[src/rtl/bfly_pkg.sv]
// Shared butterfly definitions: default widths, sample type and
// the rounding / saturation helpers used by the FFT datapaths.
package bfly_pkg;

    localparam int DW_DEF = 16;
    localparam int TW_DEF = 16;
    localparam int XW     = 64;

    // Wide signed working type; every intermediate fits without loss.
    typedef logic signed [XW-1:0] wide_t;

    // Complex sample at the default data width.
    typedef struct packed {
        logic signed [DW_DEF-1:0] re;
        logic signed [DW_DEF-1:0] im;
    } cplx_t;

    // Round half up, then arithmetic shift right by sh (sh >= 1).
    function automatic wide_t rnd_shr(input wide_t x, input int sh);
        return (x + (wide_t'(1) <<< (sh - 1))) >>> sh;
    endfunction

    // Clamp x into the signed range of a w-bit word.
    function automatic wide_t sat_val(input wide_t x, input int w);
        wide_t hi;
        wide_t lo;
        hi = (wide_t'(1) <<< (w - 1)) - wide_t'(1);
        lo = -hi - wide_t'(1);
        if (x > hi) return hi;
        if (x < lo) return lo;
        return x;
    endfunction

    // True when x lies outside the signed range of a w-bit word.
    function automatic logic sat_hit(input wide_t x, input int w);
        wide_t hi;
        wide_t lo;
        hi = (wide_t'(1) <<< (w - 1)) - wide_t'(1);
        lo = -hi - wide_t'(1);
        return (x > hi) || (x < lo);
    endfunction

endpackage

[src/rtl/butterfly_pipe_cmul.sv]
// Two-stage complex multiply b*tw with round-half-up to DW+2 bits;
// an opaque sideband word travels alongside for the caller.
module cmul_pipe
    import bfly_pkg::*;
#(
    parameter int DW  = DW_DEF,
    parameter int TW  = TW_DEF,
    parameter int SBW = 1
) (
    input  logic                 clk,
    input  logic                 rst,
    input  logic                 i_en,
    input  logic                 i_valid,
    input  logic signed [DW-1:0] i_br,
    input  logic signed [DW-1:0] i_bi,
    input  logic signed [TW-1:0] i_twr,
    input  logic signed [TW-1:0] i_twi,
    input  logic [SBW-1:0]       i_sb,
    output logic                 o_valid,
    output logic signed [DW+1:0] o_mre,
    output logic signed [DW+1:0] o_mim,
    output logic [SBW-1:0]       o_sb
);

    localparam int PW = DW + TW;
    localparam int MW = DW + TW + 1;
    localparam int OW = DW + 2;

    logic                 r_v1;
    logic                 r_v2;
    logic signed [PW-1:0] r_p_rr;
    logic signed [PW-1:0] r_p_ii;
    logic signed [PW-1:0] r_p_ri;
    logic signed [PW-1:0] r_p_ir;
    logic [SBW-1:0]       r_sb1;
    logic [SBW-1:0]       r_sb2;
    logic signed [OW-1:0] r_mre;
    logic signed [OW-1:0] r_mim;
    logic signed [MW-1:0] w_mre;
    logic signed [MW-1:0] w_mim;

    assign w_mre = MW'(r_p_rr) - MW'(r_p_ii);
    assign w_mim = MW'(r_p_ri) + MW'(r_p_ir);

    // Valid bits advance with the shared pipeline enable.
    always_ff @(posedge clk) begin
        if (rst) begin
            r_v1 <= 1'b0;
            r_v2 <= 1'b0;
        end else if (i_en) begin
            r_v1 <= i_valid;
            r_v2 <= r_v1;
        end
    end

    // S1 full-precision products, S2 sum/difference and rounding.
    always_ff @(posedge clk) begin
        if (i_en) begin
            r_p_rr <= PW'(i_br) * PW'(i_twr);
            r_p_ii <= PW'(i_bi) * PW'(i_twi);
            r_p_ri <= PW'(i_br) * PW'(i_twi);
            r_p_ir <= PW'(i_bi) * PW'(i_twr);
            r_sb1  <= i_sb;
            r_mre  <= OW'(rnd_shr(wide_t'(w_mre), TW - 1));
            r_mim  <= OW'(rnd_shr(wide_t'(w_mim), TW - 1));
            r_sb2  <= r_sb1;
        end
    end

    assign o_valid = r_v2;
    assign o_mre   = r_mre;
    assign o_mim   = r_mim;
    assign o_sb    = r_sb2;

endmodule

[src/rtl/butterfly_pipe.sv]
// Radix-2 DIT butterfly: y0 = a + b*tw, y1 = a - b*tw, optional /2,
// saturated to DW bits, three stages with valid/ready back-pressure.
module butterfly_pipe
    import bfly_pkg::*;
#(
    parameter int DW = DW_DEF,
    parameter int TW = TW_DEF
) (
    input  logic                 clk,
    input  logic                 rst,
    input  logic                 in_valid,
    output logic                 in_ready,
    input  logic signed [DW-1:0] a_re,
    input  logic signed [DW-1:0] a_im,
    input  logic signed [DW-1:0] b_re,
    input  logic signed [DW-1:0] b_im,
    input  logic signed [TW-1:0] tw_re,
    input  logic signed [TW-1:0] tw_im,
    input  logic                 scale_en,
    output logic                 out_valid,
    input  logic                 out_ready,
    output logic signed [DW-1:0] y0_re,
    output logic signed [DW-1:0] y0_im,
    output logic signed [DW-1:0] y1_re,
    output logic signed [DW-1:0] y1_im,
    output logic                 ovf,
    output logic                 ovf_sticky,
    input  logic                 ovf_clr
);

    localparam int SBW = 2 * DW + 1;

    logic                 w_adv;
    logic                 w_v2;
    logic signed [DW+1:0] w_mre;
    logic signed [DW+1:0] w_mim;
    logic [SBW-1:0]       w_sb;
    logic                 w_sc;
    logic signed [DW-1:0] w_are;
    logic signed [DW-1:0] w_aim;
    wide_t                w_sum [4];
    wide_t                w_scl [4];
    logic signed [DW-1:0] w_sat [4];
    logic [3:0]           w_hit;

    logic                 r_v3;
    logic signed [DW-1:0] r_y [4];
    logic                 r_ovf;
    logic                 r_sticky;

    assign w_adv    = out_ready | ~r_v3;
    assign in_ready = w_adv;

    cmul_pipe #(
        .DW  (DW),
        .TW  (TW),
        .SBW (SBW)
    ) u_cmul (
        .clk     (clk),
        .rst     (rst),
        .i_en    (w_adv),
        .i_valid (in_valid),
        .i_br    (b_re),
        .i_bi    (b_im),
        .i_twr   (tw_re),
        .i_twi   (tw_im),
        .i_sb    ({scale_en, a_re, a_im}),
        .o_valid (w_v2),
        .o_mre   (w_mre),
        .o_mim   (w_mim),
        .o_sb    (w_sb)
    );

    assign w_sc  = w_sb[SBW-1];
    assign w_are = w_sb[2*DW-1:DW];
    assign w_aim = w_sb[DW-1:0];

    // S3 add/subtract, optional rounded halving, saturation to DW.
    always_comb begin
        w_sum[0] = wide_t'(w_are) + wide_t'(w_mre);
        w_sum[1] = wide_t'(w_aim) + wide_t'(w_mim);
        w_sum[2] = wide_t'(w_are) - wide_t'(w_mre);
        w_sum[3] = wide_t'(w_aim) - wide_t'(w_mim);
        w_hit    = '0;
        for (int i = 0; i < 4; i++) begin
            w_scl[i] = w_sc ? rnd_shr(w_sum[i], 1) : w_sum[i];
            w_sat[i] = DW'(sat_val(w_scl[i], DW));
            w_hit[i] = sat_hit(w_scl[i], DW);
        end
    end

    // Output stage register; holds while downstream stalls.
    always_ff @(posedge clk) begin
        if (rst) begin
            r_v3  <= 1'b0;
            r_ovf <= 1'b0;
            for (int i = 0; i < 4; i++) r_y[i] <= '0;
        end else if (w_adv) begin
            r_v3  <= w_v2;
            r_ovf <= w_v2 & (|w_hit);
            for (int i = 0; i < 4; i++) r_y[i] <= w_sat[i];
        end
    end

    // Sticky overflow: set on a saturated output transfer, clear wins.
    always_ff @(posedge clk) begin
        if (rst) begin
            r_sticky <= 1'b0;
        end else if (ovf_clr) begin
            r_sticky <= 1'b0;
        end else if (r_v3 && out_ready && r_ovf) begin
            r_sticky <= 1'b1;
        end
    end

    assign out_valid  = r_v3;
    assign y0_re      = r_y[0];
    assign y0_im      = r_y[1];
    assign y1_re      = r_y[2];
    assign y1_im      = r_y[3];
    assign ovf        = r_ovf;
    assign ovf_sticky = r_sticky;

endmodule
[config.mk]
export PLATFORM = sky130hd
export DESIGN_NAME = butterfly_pipe
export DESIGN_NICKNAME = d
export VERILOG_FILES = /design/src/rtl/bfly_pkg.sv /design/src/rtl/butterfly_pipe_cmul.sv /design/src/rtl/butterfly_pipe.sv
export SDC_FILE = /design/constraint.sdc
export NUM_CORES = 2
export LEC_CHECK = 0
export CORE_UTILIZATION = 30
export DETAILED_ROUTE_END_ITERATION = 10
export PLACE_DENSITY_LB_ADDON = 0.05
export RECOVER_POWER = 100
export SYNTH_ARGS = -nofsm -noshare
export SYNTH_HDL_FRONTEND = slang
export SYNTH_SLANG_ARGS = --single-unit
[constraint.sdc]
create_clock -name clk -period 6.9 [get_ports clk]
set_input_delay 1.035 -clock clk [delete_from_list [all_inputs] [get_ports clk]]
set_output_delay 1.035 -clock clk [all_outputs]
set_load 0.05 [all_outputs]
==> Changelog: implementation <==
## Flow update

- CP endpoint: u_cmul.r_p_rr[31]$_DFFE_PN_
- WHS Endpoint: u_cmul.o_sb[22]$_DFFE_PN_
- Max-cap violations: 0
- Chip Height: 444 um
- Number of I/O port buffers: 169
- Fmax: 0.148 GHz
- Finished Layout Cells: 9564
- Status: complete, no violations
- Fp util: 30.3%
- Resized cells post-CTS: 101
- Die width: 444 um
- First-pass GRT wire length: 283000 um
- Final setup viols: 0
- Setup ws final: 129 ps
- Clock tree from TritonCTS: built
- R2R cell count: 13
- Req. time, crit path: 7250 ps
- Initial drt markers: 1964
- Fill cells: 19800
- Post-route clock period utilization: 98.1%
- Clock buffer depth: 3
- Register bit total from synthesis: 299
- Placed cell area: 69000 um2
- Reg area: 8930 um2
flip-flops by register name, indices dropped and copies added (netlist names):
name and flops:
u_cmul.r_p_ri 32, u_cmul.r_v1 1, r_y 64, u_cmul.o_mre 18
ovf 1, out_valid 1, u_cmul.r_p_rr 32, ovf_sticky 1
u_cmul.r_p_ii 32, u_cmul.o_sb 33, u_cmul.r_sb1 33, u_cmul.r_p_ir 32
u_cmul.o_valid 1, u_cmul.o_mim 18
area by class of cell:
class | instances | area share, %
repair buffers | 983 | 13.1
clock buffers | 51 | 1.50
clock inverters | 23 | 0.419
diodes | 7 | 0.0242
flip-flops and latches | 299 | 12.3
well taps | 2526 | 4.36
inverters | 1444 | 7.48
multi-input cells | 4231 | 60.8
cell families (layout without fill, tap and decap cells):
kind of cell    count (synthesis)  count (layout)  synth area share [%]
compound gates                698             698                  8.05
fa+ha+maj                    1578            1578                  47.2
mux                            10              10                 0.173
flops                         299             299                  15.2
xor+xnor                      225             225                  3.39
buf+inv                      1696            2501                  11.0
other cells                     0               7                     0
simple gates                 1720            1720                  15.0
Yosys cell counts, types with 7 or more instances:
library cell / n / area share, %
o31ai_1: 19 / 0.24
buf_4: 8 / 0.10
clkbuf_1: 221 / 1.4
nand2b_1: 53 / 0.57
ha_1: 526 / 11
a211o_1: 14 / 0.21
fa_1: 1052 / 36
a2111oi_0: 8 / 0.12
or3_1: 24 / 0.26
a32oi_1: 19 / 0.28
o211ai_1: 7 / 0.090
and2_1: 525 / 5.6
buf_2: 13 / 0.11
nand2_1: 585 / 3.7
xor2_1: 49 / 0.73
nand3_1: 64 / 0.55
or2_2: 13 / 0.14
mux2i_1: 9 / 0.15
a211oi_1: 17 / 0.22
a31oi_1: 23 / 0.25
and3_1: 40 / 0.43
a221oi_1: 8 / 0.12
a21o_1: 75 / 0.96
nand4_1: 25 / 0.27
and4_1: 10 / 0.15
nor2_1: 210 / 1.3
inv_1: 1442 / 9.2
a21oi_1: 182 / 1.6
buf_1: 8 / 0.051
nor3_1: 74 / 0.63
edfxtp_1: 294 / 15
o21bai_1: 22 / 0.28
nor4_1: 10 / 0.11
nor3b_1: 7 / 0.090
nor2b_1: 35 / 0.37
o31a_1: 9 / 0.13
o21ai_1: 23 / 0.20
o21ai_0: 121 / 1.0
xnor2_1: 174 / 2.6
o21a_1: 38 / 0.49
o311ai_0: 9 / 0.13
critical path, stage by stage:
cell	delay (ps)
clkbuf_2	210
bufbuf_16	310
nand2_1	70
fa_1	550
fa_1	440
fa_1	490
fa_1	530
inv_2	50
fa_1	520
inv_1	50
fa_1	510
inv_2	50
ha_4	230
a21o_1	180
a21oi_4	140
o21ai_2	70
a211o_1	260
a31oi_2	180
o21bai_2	130
a41o_1	260
o41ai_4	390
o2111ai_2	180
a21oi_2	170
xnor2_1	80
layer usage:
metal  vias up  part of all wire [%]
met3       121                   2.8
met1     21800                    46
li1      20900                     -
met5         -                     0
met4         0                   2.3
met2       555                    49
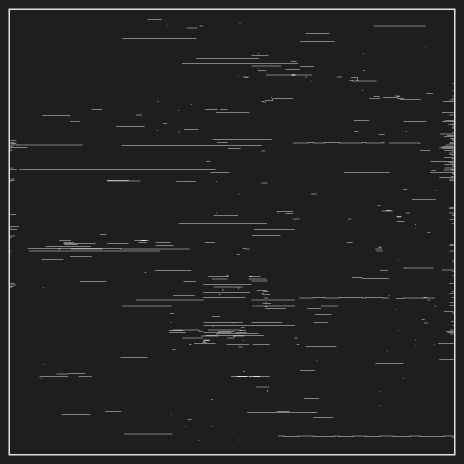
**Above:** met3 routing.
(1 px per um)
The longest straight run is 196 um. 268 nets have wire on it. The layer carries 5230 um of wire.
vias: 43400
DRT Wirelength: 189000 um
M3 GR Usage: 1.28%

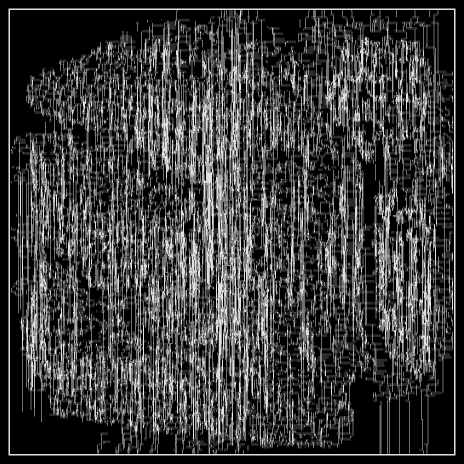
**Above:** the metal 2 layer.
(1 px per um) Cells faint in the background.
The layer carries 92.6 mm of wire. 7162 nets have wire on it. The wires run mostly vertical. The longest straight run is 168 um.
M2 GR Usage: 33.4%

